==> src/rtl/fetch_pkg.sv <==
// fetch_pkg: shared constants and the queue-entry record used by fetch_buffer.
package fetch_pkg;

  localparam int FETCH_BYTES = 8;
  localparam int FETCH_W     = 64;

  // Widest PC the entry record can hold; narrower XLEN values are zero-extended.
  localparam int PC_MAX_W    = 64;

  typedef struct packed {
    logic [PC_MAX_W-1:0] pc;
    logic [FETCH_W-1:0]  instr;
    logic                filled;
  } fetch_entry_t;

endpackage

==> src/rtl/fetch_buffer.sv <==
// fetch_buffer: in-order circular queue between the fetch PC stage, the
// instruction memory and decode. Entries are allocated when a PC is accepted
// and the memory request is issued. They are filled in order as responses
// return, and popped by decode. A flush empties the queue and counts the
// responses still owed by memory so that they can be discarded on arrival.
module fetch_buffer
  import fetch_pkg::FETCH_BYTES, fetch_pkg::PC_MAX_W, fetch_pkg::fetch_entry_t;
#(
  parameter int XLEN    = 32,
  parameter int DEPTH   = 4,
  parameter int FETCH_W = 64
) (
  input  logic               clk_i,
  input  logic               rst_ni,
  input  logic               flush_i,
  input  logic               pc_valid_i,
  input  logic [XLEN-1:0]    pc_i,
  output logic               stall_o,
  output logic               imem_req_o,
  output logic [XLEN-1:0]    imem_addr_o,
  input  logic               imem_rvalid_i,
  input  logic [FETCH_W-1:0] imem_rdata_i,
  output logic               dec_valid_o,
  output logic [XLEN-1:0]    dec_pc_o,
  output logic [FETCH_W-1:0] dec_instr_o,
  input  logic               dec_ready_i
);

  localparam int PTR_W   = $clog2(DEPTH);
  localparam int CNT_W   = PTR_W + 1;
  localparam int OFF_W   = $clog2(FETCH_BYTES);
  localparam int INSTR_W = fetch_pkg::FETCH_W;

  fetch_entry_t     entry_reg [DEPTH];

  logic [PTR_W-1:0] head_reg,  head_next;
  logic [PTR_W-1:0] fill_reg,  fill_next;
  logic [PTR_W-1:0] alloc_reg, alloc_next;
  logic [CNT_W-1:0] count_reg, count_next;
  // Requests issued for live entries that have not returned yet.
  logic [CNT_W-1:0] pend_reg,  pend_next;
  // Responses still owed for requests abandoned by a flush.
  logic [CNT_W-1:0] drop_reg,  drop_next;

  logic             accept;
  logic             pop;
  logic             rsp_drop;
  logic             rsp_fill;
  logic             rsp_counted;
  logic [CNT_W:0]   outstanding;

  // Back-pressure depends only on registered occupancy and flush.
  assign stall_o     = (count_reg == CNT_W'(DEPTH)) | flush_i;
  assign accept      = pc_valid_i & ~stall_o;

  assign imem_req_o  = accept;
  assign imem_addr_o = accept ? {pc_i[XLEN-1:OFF_W], {OFF_W{1'b0}}} : '0;

  assign dec_valid_o = entry_reg[head_reg].filled & (count_reg != '0);
  assign dec_pc_o    = XLEN'(entry_reg[head_reg].pc);
  assign dec_instr_o = FETCH_W'(entry_reg[head_reg].instr);
  assign pop         = dec_valid_o & dec_ready_i;

  // Abandoned requests are always older than live ones, so they drain first.
  assign rsp_drop    = imem_rvalid_i & (drop_reg != '0);
  assign rsp_fill    = imem_rvalid_i & (drop_reg == '0) & (pend_reg != '0);
  assign rsp_counted = rsp_drop | rsp_fill;

  // A response arriving in the flush cycle has already returned and is not
  // owed any more. A stray response has no effect.
  assign outstanding = {1'b0, drop_reg} + {1'b0, pend_reg}
                     + (CNT_W+1)'(accept) - (CNT_W+1)'(rsp_counted);

  // Next-state for pointers and counters; flush overrides all queue activity.
  always_comb begin
    head_next  = head_reg;
    fill_next  = fill_reg;
    alloc_next = alloc_reg;
    count_next = count_reg;
    pend_next  = pend_reg;
    drop_next  = drop_reg;
    if (flush_i) begin
      head_next  = '0;
      fill_next  = '0;
      alloc_next = '0;
      count_next = '0;
      pend_next  = '0;
      drop_next  = outstanding[CNT_W] ? '1 : outstanding[CNT_W-1:0];
    end else begin
      if (pop) begin
        head_next = head_reg + PTR_W'(1);
      end
      if (rsp_fill) begin
        fill_next = fill_reg + PTR_W'(1);
      end
      if (accept) begin
        alloc_next = alloc_reg + PTR_W'(1);
      end
      count_next = count_reg + CNT_W'(accept) - CNT_W'(pop);
      pend_next  = pend_reg + CNT_W'(accept) - CNT_W'(rsp_fill);
      drop_next  = drop_reg - CNT_W'(rsp_drop);
    end
  end

  // Pointer and counter registers.
  always_ff @(posedge clk_i or negedge rst_ni) begin
    if (!rst_ni) begin
      head_reg  <= '0;
      fill_reg  <= '0;
      alloc_reg <= '0;
      count_reg <= '0;
      pend_reg  <= '0;
      drop_reg  <= '0;
    end else begin
      head_reg  <= head_next;
      fill_reg  <= fill_next;
      alloc_reg <= alloc_next;
      count_reg <= count_next;
      pend_reg  <= pend_next;
      drop_reg  <= drop_next;
    end
  end

  // Entry storage. Alloc, fill and pop never address the same slot in one
  // cycle, so their writes are independent. Contents are cleared on reset so
  // that the decode outputs read as zero.
  always_ff @(posedge clk_i or negedge rst_ni) begin
    if (!rst_ni) begin
      for (int i = 0; i < DEPTH; i++) begin
        entry_reg[i] <= '0;
      end
    end else begin
      for (int i = 0; i < DEPTH; i++) begin
        if (flush_i) begin
          entry_reg[i].filled <= 1'b0;
        end else begin
          if (accept && (alloc_reg == PTR_W'(i))) begin
            entry_reg[i].pc     <= PC_MAX_W'(pc_i);
            entry_reg[i].filled <= 1'b0;
          end
          if (rsp_fill && (fill_reg == PTR_W'(i))) begin
            entry_reg[i].instr  <= INSTR_W'(imem_rdata_i);
            entry_reg[i].filled <= 1'b1;
          end
          if (pop && (head_reg == PTR_W'(i))) begin
            entry_reg[i].filled <= 1'b0;
          end
        end
      end
    end
  end

endmodule

==> config.mk <==
export PLATFORM = sky130hd
export DESIGN_NAME = fetch_buffer
export DESIGN_NICKNAME = d
export VERILOG_FILES = /design/src/rtl/fetch_pkg.sv /design/src/rtl/fetch_buffer.sv
export SDC_FILE = /design/constraint.sdc
export NUM_CORES = 1
export LEC_CHECK = 0
export CAP_MARGIN = 20
export CELL_PAD_IN_SITES_DETAIL_PLACEMENT = 1
export CELL_PAD_IN_SITES_GLOBAL_PLACEMENT = 2
export CORE_MARGIN = 4
export CORE_UTILIZATION = 41
export CTS_CLUSTER_DIAMETER = 200
export CTS_CLUSTER_SIZE = 16
export DETAILED_ROUTE_END_ITERATION = 7
export PLACE_DENSITY = 0.83
export SYNTH_ARGS = -nofsm -noshare
export SYNTH_HDL_FRONTEND = slang
export SYNTH_SLANG_ARGS = --single-unit
==> constraint.sdc <==
create_clock -name clk_i -period 3.6 [get_ports clk_i]
set_input_delay 0.72 -clock clk_i [delete_from_list [all_inputs] [get_ports clk_i]]
set_output_delay 0.72 -clock clk_i [all_outputs]
set_load 0.02 [all_outputs]
==> impl_metrics.py <==
# Metrics from the implementation run
metrics = {
    "finish": {
        "fin_cells": 1946,
        "dominant_cells": "registers",
        "comb_area_share_pct": 35.5,
        "clkbuf_count": 30,
        "area_delta_synth_final_pct": 19.6,
        "fin_nets": 1472,
        "fin_area_sq_um": 22500,
        "buffers_excl_clock": 261,
        "mostFrequentLayoutCell": "dfrtp_1",
        "clkCellAreaFrac_pct": 3.36,
        "layout.nonclk_buf_share_pct": 12.4,
    },
    "global_route": {
        "grt_util_met1_pct": 23.5,
        "grt_max_degree": 91,
        "grt_pass1_vias": 11900,
        "antenna_found_initial": 4,
    },
    "critical_path": {
        "cp.arrival_ns": 2.74,
        "reg2reg_slack_ns": 0.41,
        "worstSetupPathDepth": 5,
        "critPathCaptureType": "output port",
        "critPathBufInv": 2,
        "crit_type": "reg -> out",
        "worst_path_largest_cell_delay_ns": 0.55,
    },
    "final_timing": {
        "max_freq_mhz": 289,
        "worst_pin_slew_ns": 0.711,
        "worst_slack_ns": 0.137,
        "min_period_ns": 3.46,
        "setup_viol": 0,
    },
    "die": {
        "tap-cell-count": 600,
    },
    "clock_tree": {
        "clockBufferDepth": 3,
        "clock-root-buffer": "clkbuf_16",
        "clkSinkCount": 403,
        "cts_tree": "built",
    },
    "power": {
        "clock_power_share_pct": 25.9,
        "maxPowerGroup": "registers",
        "power_density_nw_per_um2": 509,
    },
    "logic_synthesis": {
        "ys_sh_mux_pct": 36.6,
        "yosysMostFrequentCell": "dfrtp_1",
        "largest_area_cell": "dfrtp_1",
        "ys_sh_adder_pct": 1.96,
        "edf_count": 0,
        "async_flop_share_pct": 100,
        "ys_warn_count": 0,
        "synthCells": 1126,
    },
    "run": {
        "cap_violations": 0,
    },
    "placed_design": {
        "placed_cell_area_sq_um": 21700,
    },
    "drt": {
        "drt-pass1-iter-count": 4,
        "top_layer": "met5",
        "postRouteAntennaNets": 0,
        "drt-met1-wl_um": 19100,
    },
    "status": {
        "status": "complete, no violations",
    },
}
zoom.png
Region (91, 47) to (131, 87) um. Cells in gray, sequential cells in the stronger gray; small squares are vias.
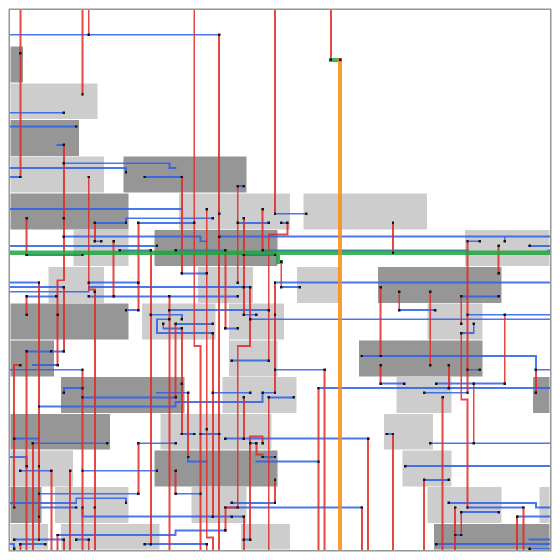
| color | layer |
|---|---|
| green | met3 |
| blue | met1 |
| red | met2 |
| orange | met4 |
most frequent: dfrtp_1 (11), mux2_2 (7), mux2_4 (6)
netlist names of flops here include: `entry_reg` (11)
sequential cells in the window: 11
cells with their middle in the window: 36

final_placement.png
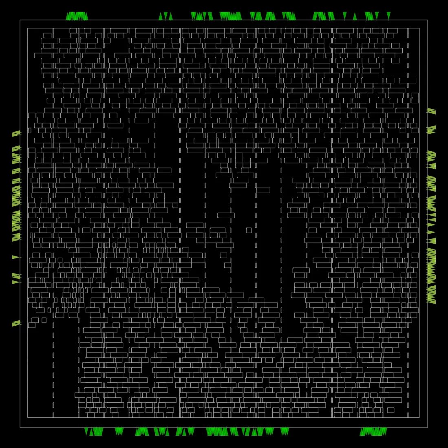
row cnt: 78
Seq/total area: 44.9%
post-layout util: 49.6%

met3.png
Scale bar: 50 um.
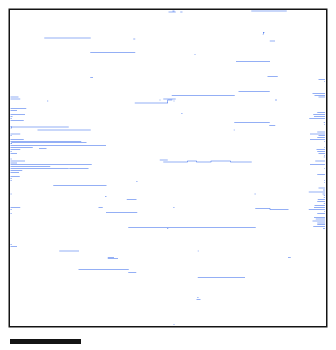
main direction: horizontal
wire length on this layer: 1390 um
nets with wire on the layer: 104
met3 track demand over resource: 2.53%
Vias: 10300
final wirelength: 43100 um

Power and IR drop assume default switching activity.
